**src/rtl/bcd_pkg.sv**
```systemverilog
// Shared BCD constants, FSM encoding and nibble helpers for the binary/BCD converters.
package bcd_pkg;

    // Width of one packed BCD digit.
    localparam int NIB_W      = 4;
    // Double-dabble correction: a nibble at or above this value is about to carry past 9 when doubled.
    localparam int ADJ_THRESH = 5;
    // Correction added to such a nibble before the shift.
    localparam int ADJ_ADD    = 3;
    // Largest legal value of a BCD digit. BCD2bin checks use this as well.
    localparam int DIGIT_MAX  = 9;

    typedef enum logic [1:0] {
        IDLE  = 2'd0,
        SHIFT = 2'd1,
        DONE  = 2'd2
    } state_t;

    // True when a nibble must be corrected before the next doubling.
    function automatic logic nib_needs_adjust(input logic [NIB_W-1:0] nib);
        return nib >= NIB_W'(ADJ_THRESH);
    endfunction

    // True when a nibble holds a legal decimal digit.
    function automatic logic nib_is_digit(input logic [NIB_W-1:0] nib);
        return nib <= NIB_W'(DIGIT_MAX);
    endfunction

endpackage

```
**src/rtl/bcd_add3.sv**
```systemverilog
// Single-nibble conditional add-3 cell used by the shift-add-3 converter.
module bcd_add3
    import bcd_pkg::*;
(
    input  logic [NIB_W-1:0] nib_in,
    output logic [NIB_W-1:0] nib_out
);

    // A nibble of 5..9 gets +3 so the following left shift carries into the next digit.
    always_comb begin
        nib_out = nib_in;
        if (nib_needs_adjust(nib_in)) begin
            nib_out = nib_in + NIB_W'(ADJ_ADD);
        end
    end

endmodule

```
**src/rtl/bin2bcd_seq.sv**
```systemverilog
// Iterative binary-to-BCD converter (double dabble), one bit per clock.
// An extra internal digit above the DIGITS output digits catches values >= 10^DIGITS.
// That digit drives ovf. bcdOut carries the result mod 10^DIGITS.
// BIN_W must not exceed 3*(DIGITS+1), or the scratch register would be too narrow.
module bin2bcd_seq
    import bcd_pkg::*;
#(
    parameter int BIN_W  = 7,
    parameter int DIGITS = 2
) (
    input  logic                      clk,
    input  logic                      rst_n,
    input  logic                      start,
    input  logic [BIN_W-1:0]          binIn,
    output logic                      busy,
    output logic                      done,
    output logic [NIB_W*DIGITS-1:0]   bcdOut,
    output logic                      ovf
);

    localparam int SCR_W = NIB_W * (DIGITS + 1);
    localparam int OUT_W = NIB_W * DIGITS;
    localparam int CAT_W = SCR_W + BIN_W;
    localparam int CNT_W = $clog2(BIN_W + 1);
    localparam logic [CNT_W-1:0] LAST_CNT = CNT_W'(BIN_W - 1);

    state_t             state;
    state_t             state_nxt;
    logic [BIN_W-1:0]   shift_reg;
    logic [SCR_W-1:0]   scratch;
    logic [SCR_W-1:0]   scratch_adj;
    logic [CNT_W-1:0]   count;
    logic [CAT_W-1:0]   cat_shifted;
    logic               accept;
    logic               last_iter;

    // All scratch digits, including the internal overflow digit, are corrected in parallel.
    for (genvar g = 0; g <= DIGITS; g++) begin : g_adj
        bcd_add3 u_add3 (
            .nib_in  (scratch[g*NIB_W +: NIB_W]),
            .nib_out (scratch_adj[g*NIB_W +: NIB_W])
        );
    end

    // One double-dabble step: shift the corrected scratch and the remaining binary bits left together.
    assign cat_shifted = {scratch_adj, shift_reg} << 1;

    assign accept    = (state == IDLE) && start;
    assign last_iter = (state == SHIFT) && (count == LAST_CNT);

    // State register.
    always_ff @(posedge clk or negedge rst_n) begin
        if (!rst_n) begin
            state <= IDLE;
        end else begin
            state <= state_nxt;
        end
    end

    // Next-state logic. A start that arrives while busy is dropped and not remembered.
    always_comb begin
        state_nxt = state;
        case (state)
            IDLE:    if (start) state_nxt = SHIFT;
            SHIFT:   if (count == LAST_CNT) state_nxt = DONE;
            DONE:    state_nxt = IDLE;
            default: state_nxt = IDLE;
        endcase
    end

    // Handshake outputs are plain decodes of the state register, so start has no combinational path to them.
    always_comb begin
        busy = (state != IDLE);
        done = (state == DONE);
    end

    // Iteration datapath: load on accept, then one shift per SHIFT cycle.
    always_ff @(posedge clk or negedge rst_n) begin
        if (!rst_n) begin
            shift_reg <= '0;
            scratch   <= '0;
            count     <= '0;
        end else if (accept) begin
            shift_reg <= binIn;
            scratch   <= '0;
            count     <= '0;
        end else if (state == SHIFT) begin
            scratch   <= cat_shifted[CAT_W-1 -: SCR_W];
            shift_reg <= cat_shifted[BIN_W-1:0];
            count     <= count + 1'b1;
        end
    end

    // Result registers take the post-shift scratch only on the final iteration, so intermediate values never appear.
    always_ff @(posedge clk or negedge rst_n) begin
        if (!rst_n) begin
            bcdOut <= '0;
            ovf    <= 1'b0;
        end else if (last_iter) begin
            bcdOut <= cat_shifted[BIN_W +: OUT_W];
            ovf    <= |cat_shifted[CAT_W-1 -: NIB_W];
        end
    end

endmodule

```
**config.mk**
```make
export PLATFORM = sky130hd
export DESIGN_NAME = bin2bcd_seq
export DESIGN_NICKNAME = d
export VERILOG_FILES = /design/src/rtl/bcd_pkg.sv /design/src/rtl/bcd_add3.sv /design/src/rtl/bin2bcd_seq.sv
export SDC_FILE = /design/constraint.sdc
export NUM_CORES = 1
export LEC_CHECK = 0
export CAP_MARGIN = 20
export CORE_MARGIN = 2
export CORE_UTILIZATION = 35
export CTS_CLUSTER_DIAMETER = 80
export DETAILED_ROUTE_END_ITERATION = 7
export GPL_TIMING_DRIVEN = 0
export PLACE_DENSITY = 0.58
export SLEW_MARGIN = 20
export SYNTH_ARGS = -nofsm -noshare
export SYNTH_HDL_FRONTEND = slang
export SYNTH_SLANG_ARGS = --single-unit
```
**constraint.sdc**
```tcl
create_clock -name clk -period 1.5 [get_ports clk]
set_input_delay 0.3 -clock clk [delete_from_list [all_inputs] [get_ports clk]]
set_output_delay 0.3 -clock clk [all_outputs]
set_load 0.005 [all_outputs]
```
==> run_1/sizing.png <==
(4 px per µm)
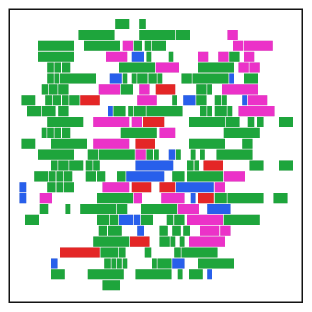
| size | colour | cells | share | most used |
|---|---|---|---|---|
| x1 and smaller | green | 145 | 70% | dfrtp_1 |
| x2 | blue | 20 | 9.6% | inv_2 |
| x3 and x4 | magenta | 33 | 16% | buf_4 |
| x6 and larger | red | 10 | 4.8% | clkbuf_8 |

==> run_1/placed.png <==
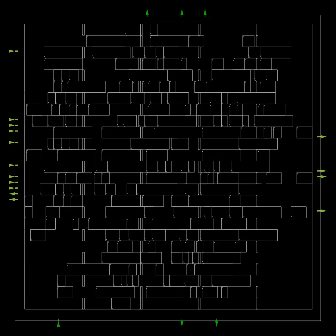
core area: 4660 µm²
Rows: 25

==> run_results.csv, run 1 <==
group,metric,value,unit
finish,largest_register_ffs,12,
floorplan,top_level_ports,21,
power_and_ir_drop,internal_power,3.14,mW
synthesis,top_cells_by_area,"dfrtp_1 50%, o21ai_0 6.3%, ha_1 6.0%",
clocking,cts_made_buffers,5,
drt,wl_met1,1740,µm
setup_path,critPathLaunchType,"register",
clocking,cell_resize_tally_after_clock_tree_synthesis,29,
power_and_ir_drop,pwr-share-seq,33.0,%
synthesis,fa_ha_area_share,6.03,%
clocking,ctsHtreeMaxLevel,2,
global_routing,grt_use_met3,4.56,%
synthesis,postSynth.asyncResetShare,100,%
finish,post_layout_nonfiller_instances,262,
clocking,path_clk_slew,0.07,ns
finish,nMultiInputCombCells,118,
run,maxCapViolations,0,
placement,detailed_place_hpwl,2550,µm
finish,layout_top_cell_excl_fill_tap,"dfrtp_1",
synthesis,synth.yosys.seq_area_share,49.7,%
setup_path,critical_path_peak_fanout,5,
global_routing,grt_use_met1,20.0,%
drt,route.vias.total,1415,
run,warning_count,33,
drt,met3_layer_wire_length_in_the_routed_design,126,µm
synthesis,compound_area_share,21.8,%
power_and_ir_drop,power.group.top,"combinational logic",
setup_path,criticalPathCategory,"register to register",
final_timing,hold_viol,0,
global_routing,grt-busiest-layer,"met2",
setup_path,setup.reg_to_reg.worst_slack,-0.08,ns
synthesis,synth.yosys.warnings,0,
placement,detailed_place.area,1950,µm²
finish,antennaDiodeCount,0,
placement,pre_cts_ws,-0.320,ns
final_timing,finalWorstSetupSlack,-0.0834,ns
synthesis,mux_share,3.92,%
final_timing,worst_relative_slew_slack,69.8,%
placement,numPortBuffers,19,
setup_path,r2r-end,"ovf",
finish,buffers_excl_clock,42,
synthesis,cell_area_after_technology_mapping,1660,µm²
outcome,outcome,"finished, violations left",
outcome,violations,"negative setup slack",
power_and_ir_drop,comb_cell_power,2.71,mW
final_timing,report.final.setup_viol,1,
power_and_ir_drop,irDropWorstVdd,680,µV
synthesis,synth.cellmix.simpleShare,14.2,%
finish,layout.clock.cell_area_share,3.68,%
drt,routed_wirelength,3960,µm
power_and_ir_drop,clock_power_share,13.3,%
synthesis,yosysTopAreaCellShare,49.7,%
final_timing,hold_slack,0.447,ns
power_and_ir_drop,p_leak,1.01,nW
drt,vias_per_cell,5.40,
synthesis,postSynthAreaPerCell,10.1,µm²
finish,ff_count,33,
global_routing,grt_first_pass_wirelength,6440,µm
final_timing,max_clock_freq,0.632,GHz
power_and_ir_drop,total_power,5.04,mW
synthesis,synth_stat.cells,165,
finish,area_taken_by_flip_flops_and_latches,830,µm²
final_timing,worst_slew_pin_slew,0.453,ns
final_timing,maxSlewViolCount,0,
setup_path,worst_path_dominant_cell_family,"flip-flops",
setup_path,r2r-start,"scratch[4]",
clocking,cts.root.buffer_cell,"clkbuf_8",
synthesis,common_cells,"33 x dfrtp_1, 21 x o21ai_0, 20 x nand2_1",
synthesis,edf_count,0,
setup_path,critical_path_depth,6,
power_and_ir_drop,clock_group_power,0.673,mW
==> run_1/route_heat.png <==
(4 px per µm) 15 x 15 tiles, from dark purple (low) to yellow (high), scaled to the fullest tile. Values are wire area over tile area, all layers added.
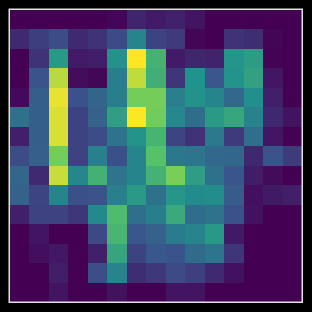
tiles over half the peak: 17%
nearly empty tiles: 24%
mean over tiles: 0.12
fullest tile: 0.46

==> run_1/ff_map.png <==
(4 px per µm)
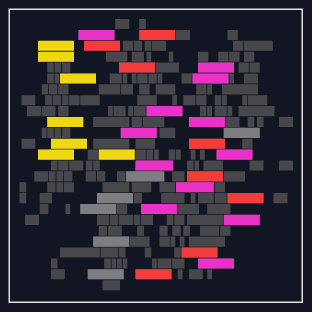

==> inputs of run 2 (changes only) <==
- CORE_ASPECT_RATIO: unset -> 1.4
==> run_2/ff_map.png <==
(4 px per µm)
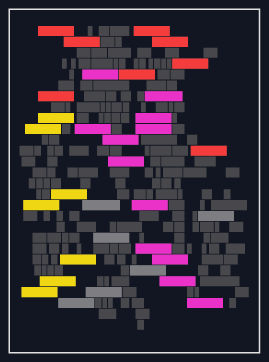
| signal | colour | placed flops |
|---|---|---|
| scratch | magenta | 12 |
| shift_reg | yellow | 7 |
| bcdOut | red | 8 |
reported sequential group power: 1.64 mW
fin util: 51.0%
flip-flop and latch share of the layout cell area: 35.8%
area taken by flip-flops and latches: 828 µm²

==> run 2 against run 1 <==
Effect of this change:
- the run still ends with negative setup slack left
- largest cell class unchanged
- fmax increased by 2.8%
- critical endpoint unchanged
- core utilization up 0.59 points
- wire length shrank 1.5%
- clock skew is essentially flat
- global-route usage is 0.084 points lower
- synthesized cell count stayed put
- setup slack gained 0.044 ns
- total power fell by 1.8%
==> run_results.csv, run 2 <==
group,metric,value,unit
clocking,path_clk_slew,0.07,ns
power_and_ir_drop,pwr-share-seq,33.1,%
final_timing,timing.final.crit_period,1.54,ns
run,maxCapViolations,0,
drt,met3_layer_wire_length_in_the_routed_design,116,µm
global_routing,grt_use_met1,19.0,%
final_timing,finalSetupTns,-0.0399,ns
synthesis,synth.cellmix.simpleShare,14.2,%
global_routing,grt_util_met2,29.2,%
final_timing,report.final.setup_viol,1,
setup_path,cp_buf_inv_count,0,
setup_path,worst_path_dominant_cell_family,"AND-OR/OR-AND gates",
drt,ant_nets,0,
final_timing,hold_slack,0.463,ns
finish,n_fill_cell,424,
finish,comb_area_share,40.3,%
synthesis,mappedNetlistNets,183,
finish,buffers_excl_clock,40,
floorplan,chip_area,5320,µm²
drt,wl_met1,1640,µm
final_timing,rsz0062_at_grt,"true",
synthesis,cell_area_after_technology_mapping,1660,µm²
drt,remaining_drc_errors,0,
finish,layout.clock.cell_area_share,3.46,%
finish,multiInputGateArea,932,µm²
placement,detailed_place.area,1960,µm²
drt,routed-wl-met2,2090,µm
placement,detailed_place_hpwl,2690,µm
power_and_ir_drop,clock_power_share,12.8,%
synthesis,synth.yosys.warnings,0,
finish,mostFrequentLayoutCells,"31 x dfrtp_1, 20 x nand2_1, 16 x o21ai_0, 16 x clkdlybuf4s50_1, 11 x buf_4",
clocking,cts_made_buffers,5,
setup_path,cp_data_required_time,1.67,ns
synthesis,postSynthAreaPerCell,10.1,µm²
clocking,cts.root.buffer_cell,"clkbuf_8",
setup_path,critical_path_depth,5,
finish,antennaDiodeCount,0,
global_routing,grt_first_pass_wirelength,6780,µm
finish,layout_top_cell_excl_fill_tap,"dfrtp_1",
clocking,tritoncts,"yes",
floorplan,core_util_floorplan,36.6,%
drt,routedWlPerCell,14.5,µm
power_and_ir_drop,p_leak,0.994,nW
synthesis,fa_ha_area_share,6.03,%
synthesis,compound_area_share,21.8,%
global_routing,global_route_overflow,0,
synthesis,postSynth.asyncResetShare,100,%
power_and_ir_drop,switching_fraction,38.0,%
outcome,outcome,"finished, violations left",
global_routing,grt_use_met3,2.89,%
power_and_ir_drop,power.group.top,"combinational logic",
clocking,cts-hold-fix-buffers,1,
power_and_ir_drop,irDropWorstVdd,852,µV
finish,ff_count,33,
drt,route.vias.total,1364,
drt,highest-signal-layer,"met4",
final_timing,worst_relative_slew_slack,70.2,%
power_and_ir_drop,comb_cell_power,2.68,mW
setup_path,cp_slowest_cell,"dfrtp_1",
synthesis,yosys.stat.chipArea,1660,µm²
synthesis,yosysTopAreaCellShare,49.7,%
setup_path,timing.critical_path.from,"scratch[8]",
final_timing,period_used_share,103,%
final_timing,finalWorstSetupSlack,-0.0399,ns
setup_path,critical_path_peak_fanout,5,
drt,detail_route.iter0.violations,38,
clocking,ctsHtreeMaxLevel,2,
setup_path,setup.reg_to_reg.worst_slack,-0.04,ns
floorplan,top_level_ports,21,
finish,largest_cell_class,"multi-input combinational cells",
power_and_ir_drop,total_power,4.96,mW
outcome,violations,"negative setup slack",
clocking,post_cts_buffers,9,
finish,nMultiInputCombCells,118,
synthesis,synth.most_common_cell,"dfrtp_1",
setup_path,worst_setup_path_endpoint,"ovf",
power_and_ir_drop,internal_power,3.07,mW
hold_path,min_path_type,"primary input to asynchronous set/reset pin",
synthesis,top_logic_kind,"AND-OR/OR-AND gates",
drt,routed_wirelength,3900,µm
setup_path,crit_path_max_incr_delay,0.43,ns
synthesis,mux_share,3.92,%
power_and_ir_drop,comb_power_share,54.1,%
drt,drt_pass_1_iters,4,
setup_path,r2r-end,"ovf",
placement,numPlacedInstances,247,
global_routing,maximum_number_of_pins_on_one_net_before_global_route_repair,22,
finish,largest_register_ffs,12,
setup_path,worst-r2r-cell-count,5,
power_and_ir_drop,netSwitchingPower,1.88,mW
setup_path,r2r-start,"scratch[8]",
finish,nets,224,
final_timing,max_clock_freq,0.649,GHz
synthesis,postSynth.topFlopCell,"dfrtp_1",
synthesis,synth_stat.cells,165,
drt,vias_per_cell,5.07,
run,warning_count,33,
synthesis,synth.yosys.seq_area_share,49.7,%
clocking,cts_buffer_depth,2,
clocking,clock_latency,0.28,ns
finish,nonClkBufAreaFrac,15.5,%
setup_path,critPathLaunchType,"register",
floorplan,coreArea,4540,µm²
synthesis,cell_type_with_the_largest_total_area_after_synthesis,"dfrtp_1",
final_timing,worst_slew_pin_slew,0.447,ns
setup_path,criticalPathCategory,"register to register",
placement,pre_cts_ws,-0.324,ns
final_timing,maxSlewViolCount,0,
placement,numPortBuffers,19,
power_and_ir_drop,clock_group_power,0.634,mW
power_and_ir_drop,cellPowerDensity,2140,nW/µm²
synthesis,synth_flop_count,33,
floorplan,row_count,29,
synthesis,common_cells,"33 x dfrtp_1, 21 x o21ai_0, 20 x nand2_1",
clocking,tritoncts_num_sinks,33,
finish,post_layout_nonfiller_instances,269,
synthesis,top_cells_by_area,"dfrtp_1 50%, o21ai_0 6.3%, ha_1 6.0%",
final_timing,hold_viol,0,
finish,final.clkbuf_count,8,
global_routing,grt-busiest-layer,"met2",
global_routing,antenna_found_initial,0,
synthesis,edf_count,0,
global_routing,number_of_global_route_vias_before_repair,1431,
synthesis,yosys.area_share.xor_xnor,1.06,%
synthesis,synth_cell_type_count,31,
placement,gpl.final_weighted_congestion,0.801,
clocking,cell_resize_tally_after_clock_tree_synthesis,37,
global_routing,grt.total_usage,16.0,%
==> run_2/floorplan.png <==
(6 px per µm) Pins as bars on the die edge.
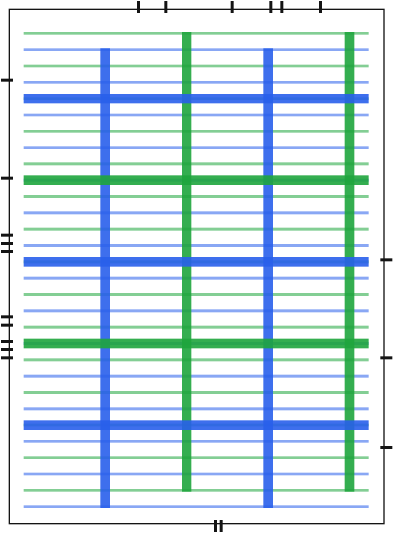
| net | colour |
|---|---|
| VSS | blue |
| VDD | green |
met4 straps: 4
met5 straps: 5
signal pins: 21
met1 rails: 30

Power is estimated from default activity; no workload was simulated.
